Figure 1. Clock nets.
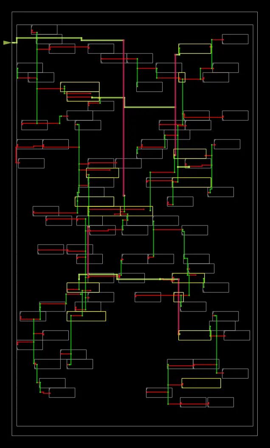
Figure 2. Cell classes on the final placement.
Fill, decap, tap and diode cells in grey.
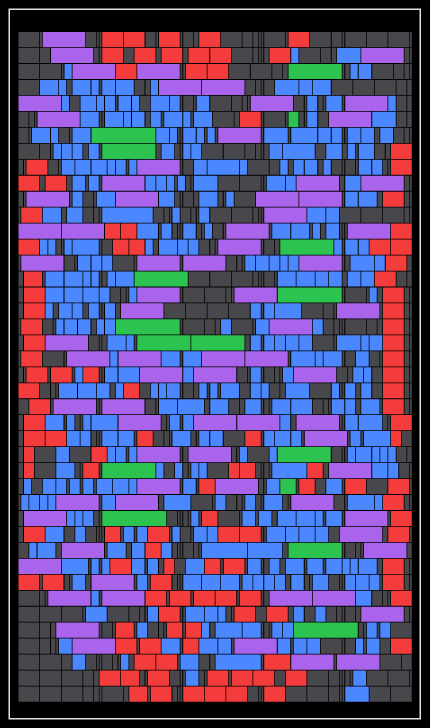
Figure 3. Routed clock nets over the placement.
Scale bar: 20 um.
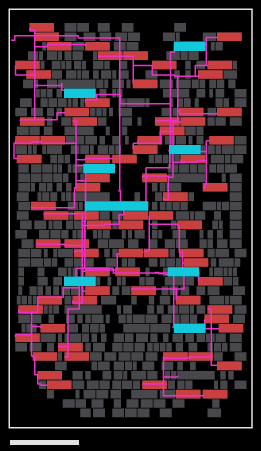
Design pipe_ctrl, sky130hd; sources not shown.
==> results.json <==
{
  "outcome": "finished, final reports clean",
  "ff_latch_count": 76,
  "crit_buf_inv": 3,
  "viasPerCell": 5.895,
  "route.vias.total": 3938,
  "synthDistinctLibCells": 47,
  "number_of_enable_flip_flop_cells": 0,
  "worstHoldPathCells": 1,
  "gr-usage-met1_pct": 27.20,
  "area.combinational_sq_um": 2318,
  "clock-root-buffer": "sky130_fd_sc_hd__clkbuf_16",
  "hold_slack_ns": 0.3505,
  "drtIter0Drc": 352,
  "crit_cells": 6,
  "grtUsageMet2_pct": 48.62,
  "timing.final.crit_period_ns": 2.991,
  "ir_drop_v": 0.0004698,
  "maxUsedRoutingLayer": "met4",
  "final_cell_mix": "sky130_fd_sc_hd__clkdlybuf4s50_1, sky130_fd_sc_hd__dfxtp_1, sky130_fd_sc_hd__nor2_1, sky130_fd_sc_hd__xnor2_1, sky130_fd_sc_hd__nand2_1",
  "fin_setup_tns_ns": 0,
  "timing_max_transition_violations_final": 0,
  "chip_area_sq_um": 8420,
  "fin_nets": 606,
  "power.share.sequential_pct": 39.3,
  "portion_of_total_power_attributed_to_combinational_logic_pct": 6.9,
  "detailedPlace.worstSlack_ns": -0.4140,
  "io_buffer_count": 100,
  "largest_cell_class": "logic gates",
  "cts_max_level": 3,
  "power.net_switching_w": 0.0005328,
  "p_per_area_nw_per_um2": 474.4,
  "drc": 0,
  "sequential_cell_area_sq_um": 1521,
  "yosys.cell_count.top_type": "sky130_fd_sc_hd__dfxtp_1",
  "yosys_cells": 468,
  "final_min_period_over_clock_period_pct": 99.71,
  "post_cts_hold_fix_buffer_tally": 0,
  "grt_pass1_wl_um": 17820,
  "cts_resizes": 24,
  "insertedDiodeCount": 0,
  "area_delta_synth_final_pct": 39.62,
  "mean_instance_size_in_the_synthesized_netlist_sq_um": 8.422,
  "chipWidth_um": 69.80,
  "layout.filler_cells": 600,
  "layout.cell_area.non_filler_sq_um": 5503,
  "taps": 88,
  "largestPowerGroup": "clock",
  "post_synth_most_frequent_cells": "sky130_fd_sc_hd__dfxtp_1, sky130_fd_sc_hd__nor2_1, sky130_fd_sc_hd__xnor2_1",
  "tool_warnings": 29,
  "postLayoutSetupSlackWorst_ns": 0.008619,
  "drv.max_cap_violation_count": 0,
  "cpPeakStageDelay_ns": 0.45,
  "bufAreaShareNonClock_pct": 20.55,
  "route.met2.wl_um": 5809,
  "synthesis.instances": 468,
  "cp-end-kind": "output port",
  "crit_chain": "clkdlybuf4s50_1 > or3_1 > o311a_4 > a31oi_4 > inv_1 > buf_2",
  "final_hold_viol_count": 0,
  "intPower_w": 0.002078,
  "yosys_warnings": 0,
  "met3_wirelength_um": 358,
  "post_place_instance_area_sq_um": 5085,
  "ys_ff": 76,
  "simple_gate_area_share_pct": 33.30,
  "count_of_placed_standard_cells_in_the_final_layout_fillers_left_out": 668,
  "multi_input_comb_cells": 358,
  "placed_cells": 652,
  "combAreaFraction_pct": 42.13,
  "grt_setup_unrepaired": "yes",
  "first_global_vias": 3852,
  "sequentialPower_w": 0.00103,
  "r2r_slack_ns": 0.48,
  "dp.final_hpwl_um": 7585,
  "worst-endpoint-arrival_ns": 2.24,
  "critPathKind": "in -> out",
  "finalSetupViolations": 0,
  "synth.area.mux_share_pct": 3.460,
  "layout.clock.cell_area_share_pct": 7.049,
  "number_of_top_level_pins": 101,
  "sw_share_pct": 20.41,
  "nNonClkInverters": 9,
  "drt-wirelength-per-cell_um": 15.88,
  "worst-r2r-cell-count": 7,
  "post_route_cells_drive_above_1_share_pct": 12.07,
  "cts.repair_timing.setup_buffer_count": 0,
  "tightest_slew_ns": 0.6005,
  "tritoncts": "yes",
  "synth.largest_area_cell": "sky130_fd_sc_hd__dfxtp_1",
  "yosys.stat.seqShare_pct": 38.60,
  "mappedNetlistNets": 499,
  "synth_area_sq_um": 3941,
  "seq-cell-share_pct": 27.65,
  "post-synth-top-area-fraction_pct": 38.60,
  "nNonClkBuffers": 121,
  "drt.antenna.violating_nets": 0,
  "drt-pass1-iter-count": 5,
  "power_leakage_nw": 1.892,
  "classification_of_the_worst_slack_hold_path": "reg -> reg",
  "critical_path_required_ns": 2.25,
  "mostFrequentLayoutCell": "sky130_fd_sc_hd__clkdlybuf4s50_1",
  "path_clk_slew_ns": 0.06,
  "yosys-top-cells-area": "sky130_fd_sc_hd__dfxtp_1, sky130_fd_sc_hd__xnor2_1, sky130_fd_sc_hd__nor2_1",
  "dieHeight_um": 120.6,
  "xor_area_share_pct": 8.889,
  "synth.comb.largest_family": "simple AND/OR/NAND/NOR gates",
  "timing.fmax_mhz": 334.3,
  "grt-ovfl-total": 0,
  "antenna_violations_before_repair": 0,
  "critical_path.max_fanout": 3,
  "detail_route.wirelength_um": 10610,
  "ys_dominant_reg_cell": "sky130_fd_sc_hd__dfxtp_1",
  "adder_share_pct": 1.270,
  "drt-met1-wl_um": 4152,
  "ys_sh_aoi_pct": 10.57,
  "combinationalPower_w": 0.000181,
  "p_total_w": 0.002611,
  "critical_path.top_delay_family": "buffers and inverters",
  "buffer_levels_on_the_longest_clock_path": 2,
  "initCoreUtil_pct": 51.37,
  "grt_max_degree": 55,
  "async_reset_ff_share_pct": 0,
  "ys_chip_area_sq_um": 3941,
  "grt_busiest_layer": "met2",
  "groute.layer.met3.usage_pct": 4.250,
  "timing.critical_path.from_type": "input pin",
  "globalRouteTotalUtil_pct": 25.89,
  "max_transition_margin_pct": 59.66,
  "crit_path_top_delay_cell": "sky130_fd_sc_hd__clkdlybuf4s50_1"
}
Notes on Figure 1 above:
Latency at later pin: 0.33 ns
sinks on the clock net: 76
number of buffers added by the clock tree synthesis step: 9
number of clock buffers in the layout: 9

Notes on Figure 2 above:
Key: remaining buffers and delay cells = red [cells 121, share of their area 21%]; sequential cells = purple [cells 76, share of their area 28%]; combinational and other logic = blue [cells 367, share of their area 44%]; clock drivers and dummy loads = green [cells 16, share of their area 7.2%]
number of rows created at floorplan: 42
fraction of the core area covered by cells at the end of the flow: 71.72%
Std-Cell Core Area: 7672 sq um

Notes on Figure 3 above:
Key: flip-flops = red [count 76]; clock wires = magenta [length 951 um]; clock drivers = cyan [count 9]
Position of the flops: all over the die. There are 10 routed clock nets.
Power Clock: 0.00140 W
portion of total power attributed to the clock network: 53.8%

No activity file was given, so power comes from the tool's default toggle rates.
